Run 1, power grid:
The bar under the picture is 20 um long. Pins as bars on the die edge. Tap cells in grey.
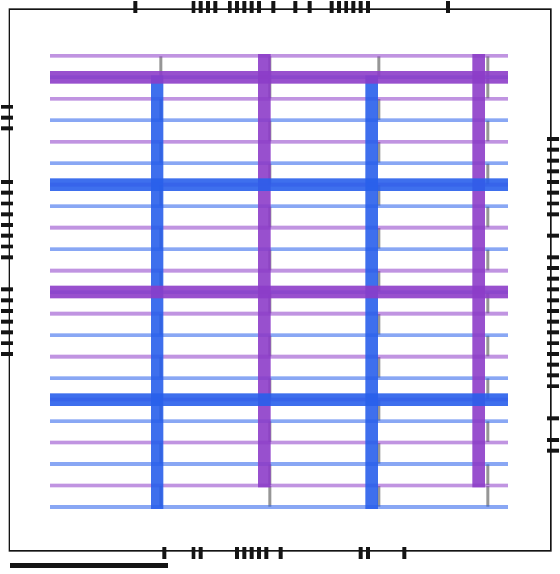
Run 1, cell classes on the final placement:
The bar under the picture is 20 um long.
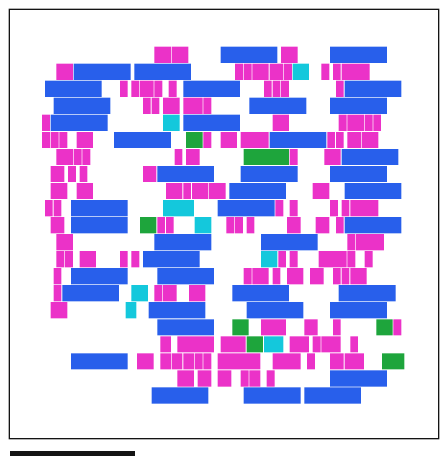
Run 1, routed clock nets over the placement:
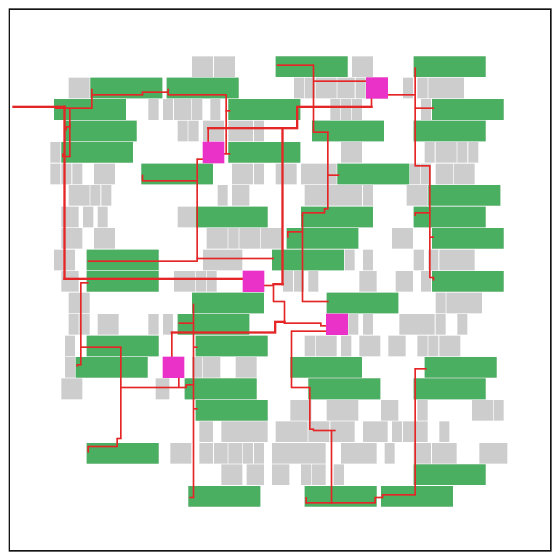
Design seq_normalizer, sky130hd; sources not shown.
==> results.cfg, run 1 <==
; physical design summary
[logic_synthesis]
logic_family = simple AND/OR/NAND/NOR gates
synth.distinct_cells = 27
synthesis.nets = 219
common_cells = nand2_1 (63), dfrtp_1 (41), a22oi_1 (25)
synthArstFlopShare_pct = 100.0
syn_avg_cell_area_um2 = 10.24
yosys-top-cells-area = dfrtp_1 (55%), nand2_1 (13%), a22oi_1 (10%), a22oi_2 (3.3%), nor4_1 (2.7%)
ys_chip_area_um2 = 1873
synth-seq-cells = 41
ys_seq_share_pct = 54.78
yosys.area_share.adder_pct = 0.6680
synth-xor-area-share_pct = 1.403
synth_stat.cells = 183
top_cell = nand2_1
yosys.area.top_type = dfrtp_1

[setup_path]
path_depth = 4
r2r_cells = 4
crit_family = simple AND/OR/NAND/NOR gates
cp.arrival_ns = 1.90
cp_cell_sequence = and4bb_4 > buf_4 > o21ai_0 > nand2b_1
slowest_stage = and4bb_4
criticalPathCategory = reg2reg

[cells_and_area]
seq_cells = 41
final_cells = 234
area_growth_pct = 5.477
largest_reg_flops = 32
fillers = 318
comb_cells = 131
final_cell_area_um2 = 1976
antennaDiodeCount = 0
largest_class = flip-flops and latches
nets = 223
lay_top_cells = nand2_1 (63), dfrtp_1 (41), a22oi_1 (25)
logic_area_um2 = 755.7

[clock_network]
post_cts_resized = 0
cts-hold-fix-buffers = 1
cts_buffers = 5
cts_sinks = 41
htreeDepth = 2
clkTransAtPathRegs_ns = 0.12
postCtsSetupRepairBufs = 0
cts_root_buf = clkbuf_4

[power_and_ir_drop]
power_frac_comb_pct = 23.7
total_power_mw = 2.823
switching_share_pct = 41.84
maxPowerGroup = registers
switching_power_mw = 1.181
cellInternalPower_mw = 1.642
p_seq_share_pct = 60.3
seq-power_mw = 1.70

[run]
warnings = 26

[route]
wl_um = 4482
drtPass1Iterations = 4
routedWlPerCell_um = 19.15
met1_length_um = 1642
vias = 1393
drc_errors = 0
highest_layer = met4
routed-wl-met2_um = 2238

[timing]
grt_setup_unrepaired = no
max-slew-margin-rel_pct = 65.80
worst_pin_slew_ns = 0.5130
fmax_mhz = 553.9
finalWorstSetupSlack_ns = 0.1446
setup-tns-final_ns = 0
fin_crit_sh_pct = 92.59
period_needed_ns = 1.805
setup_viol = 0
hold_ws_ns = 0.04084

[grt]
globalRoute.busiestLayer = met2
first_global_vias = 1441
overflow = 0
grt_max_degree = 42

[floorplanning]
rows = 21

[placed_design]
dp_slack_ns = 0.1877
placedInstanceArea_um2 = 1901
place.gp.congestion = 0.6885
dp_hpwl_um = 3282
dp.cells = 225

[hold_path]
hp-class = in2reg

[run_status]
status = complete, no violations
About 'power grid':
VSS: shown in blue. VDD: shown in purple.
75 signal pins sit on the boundary. 22 met1 rails follow the rows. The core has 21 rows. 46 tap cells. 4 straps on met5.
Die Wd: 68.36 um
Placeable Area: 3311 um^2
Max VDD drop: 0.7308 mV

About 'cell classes on the final placement':
sequential cells: shown in blue, cells 41. combinational and other logic: shown in magenta, cells 132. remaining buffers and delay cells: shown in green, cells 7. clock drivers and dummy loads: shown in cyan, cells 8.
post-layout util: 59.68%
sequential share of cell area: 51.93%

About 'routed clock nets over the placement':
clock wires: shown in red, length 457 um. flip-flops: shown in green, count 41. clock drivers: shown in magenta, count 5.
There are 6 routed clock nets. Position of the flops: widely spread.
clock network power consumption: 0.453 mW
Late-Pin Clk Latency: 0.35 ns
clock power share: 16.0%

Run 1, routing congestion:
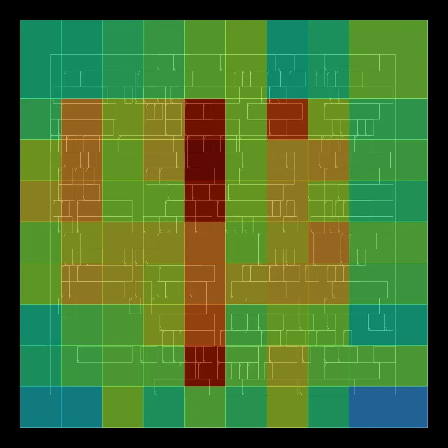

==> inputs of run 2 (changes only) <==
- ABC_CLOCK_PERIOD_IN_PS: default -> 1800
- CORE_MARGIN: 5 -> default
- clock period: 1.95 -> 1.8 ns (I/O delays scaled with it)
Run 2, routing congestion:
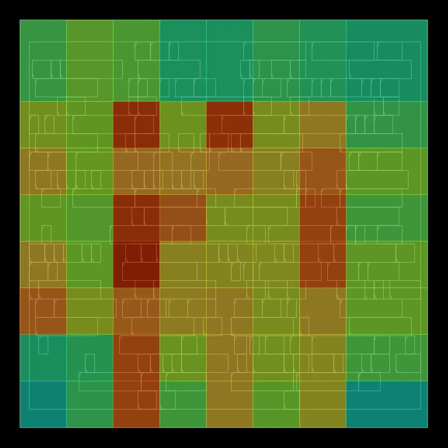
post-layout util: 64.80%
met2 usage: 42.07%
met3 usage: 7.889%

==> results.cfg, run 2 <==
; physical design summary
[run_status]
status = complete, no violations

[logic_synthesis]
top_cell = nand2_1
synthArstFlopShare_pct = 100.0
synth_area_um2 = 1873
synth-seq-cells = 41
common_cells = nand2_1 (63), dfrtp_1 (41), a22oi_1 (25)
logic_family = simple AND/OR/NAND/NOR gates
synthCells = 183
synth.distinct_cells = 27
ys_seq_share_pct = 54.78
yosys.area_share.adder_pct = 0.6680
aoi_share_pct = 15.83
yosys-top-cells-area = dfrtp_1 (55%), nand2_1 (13%), a22oi_1 (10%), a22oi_2 (3.3%), nor4_1 (2.7%)
synth_stat.cells = 183
synth-xor-area-share_pct = 1.403
yosys.area.top_type = dfrtp_1
ys_chip_area_um2 = 1873
syn_avg_cell_area_um2 = 10.24
synthesis.nets = 219

[grt]
overflow = 0
grt_pass1_wl_um = 6437
first_global_vias = 1408
grt_usage_pct = 24.79
grt_max_degree = 42
antenna_found_initial = 0
globalRoute.busiestLayer = met2

[setup_path]
worstPathMaxFanout = 5
crit_family = flip-flops
r2r_cells = 4
cp.arrival_ns = 1.08
criticalPathCategory = reg2out
slowest_stage = dfrtp_1
cp.required_ns = 1.15
startpoint_type = flip-flop
cp_cell_sequence = nor2_1 > buf_4
path_depth = 2

[power_and_ir_drop]
p_seq_share_pct = 57.3
switching_power_mw = 1.266
maxPowerGroup = registers
total_power_mw = 3.202
power_frac_comb_pct = 23.2
cellInternalPower_mw = 1.935
seq-power_mw = 1.84
powerComb_mw = 0.741
powerDensity_nw_per_um2 = 1567
switching_share_pct = 39.55
clkPwrFrac_pct = 19.5
vdd_drop_max_mv = 0.9955
clock_net_power_mw = 0.624

[placed_design]
dp_hpwl_um = 3063
dp.cells = 226
portBuffers = 0
dp_slack_ns = 0.09546
place.gp.congestion = 0.7255
placedInstanceArea_um2 = 1908

[cells_and_area]
final_cell_area_um2 = 2043
final_cells = 239
buffer_area_share_pct = 5.756
antennaDiodeCount = 0
comb_cells = 131
seqAreaFraction_pct = 50.21
nets = 230
sh_comb_area_pct = 36.99
largest_reg_flops = 32
lay_top_count = nand2_1
logic_area_um2 = 755.7
fillers = 254
inverters = 1
lay_top_cells = nand2_1 (63), dfrtp_1 (41), a22oi_1 (25)
area_growth_pct = 9.085
largest_class = flip-flops and latches
seq_cells = 41

[clock_network]
cts-hold-fix-buffers = 2
cts_buffers = 5
insertion_delay_ns = 0.34
cts_root_buf = clkbuf_4
postCtsSetupRepairBufs = 0
clkTransAtPathRegs_ns = 0.12
cts_sinks = 41
post_cts_resized = 0
htreeDepth = 2

[floorplanning]
die_w_um = 60.36
die_y_um = 60.36
fp.coreArea_um2 = 3153
rows = 20
core_util_floorplan_pct = 59.40
tap_cells = 44

[timing]
grt_setup_unrepaired = no
period_needed_ns = 1.726
hold_viol_final = 0
fin_crit_sh_pct = 95.91
fmax_mhz = 579.2
hold_ws_ns = 0.02230
setup-tns-final_ns = 0
finalWorstSetupSlack_ns = 0.07357
setup_viol = 0

[route]
drtPass1Iterations = 5
routed-wl-met2_um = 2163
drtAntennaViolNets = 0
drc_errors = 0
routedWlPerCell_um = 17.99
met1_length_um = 1706
vias = 1464
dr_wl_met3_um = 362
wl_um = 4300
highest_layer = met4

[hold_path]
hp-class = in2reg

[run]
warnings = 26
Power figures rest on the tool's default switching activity, not on a simulated workload.
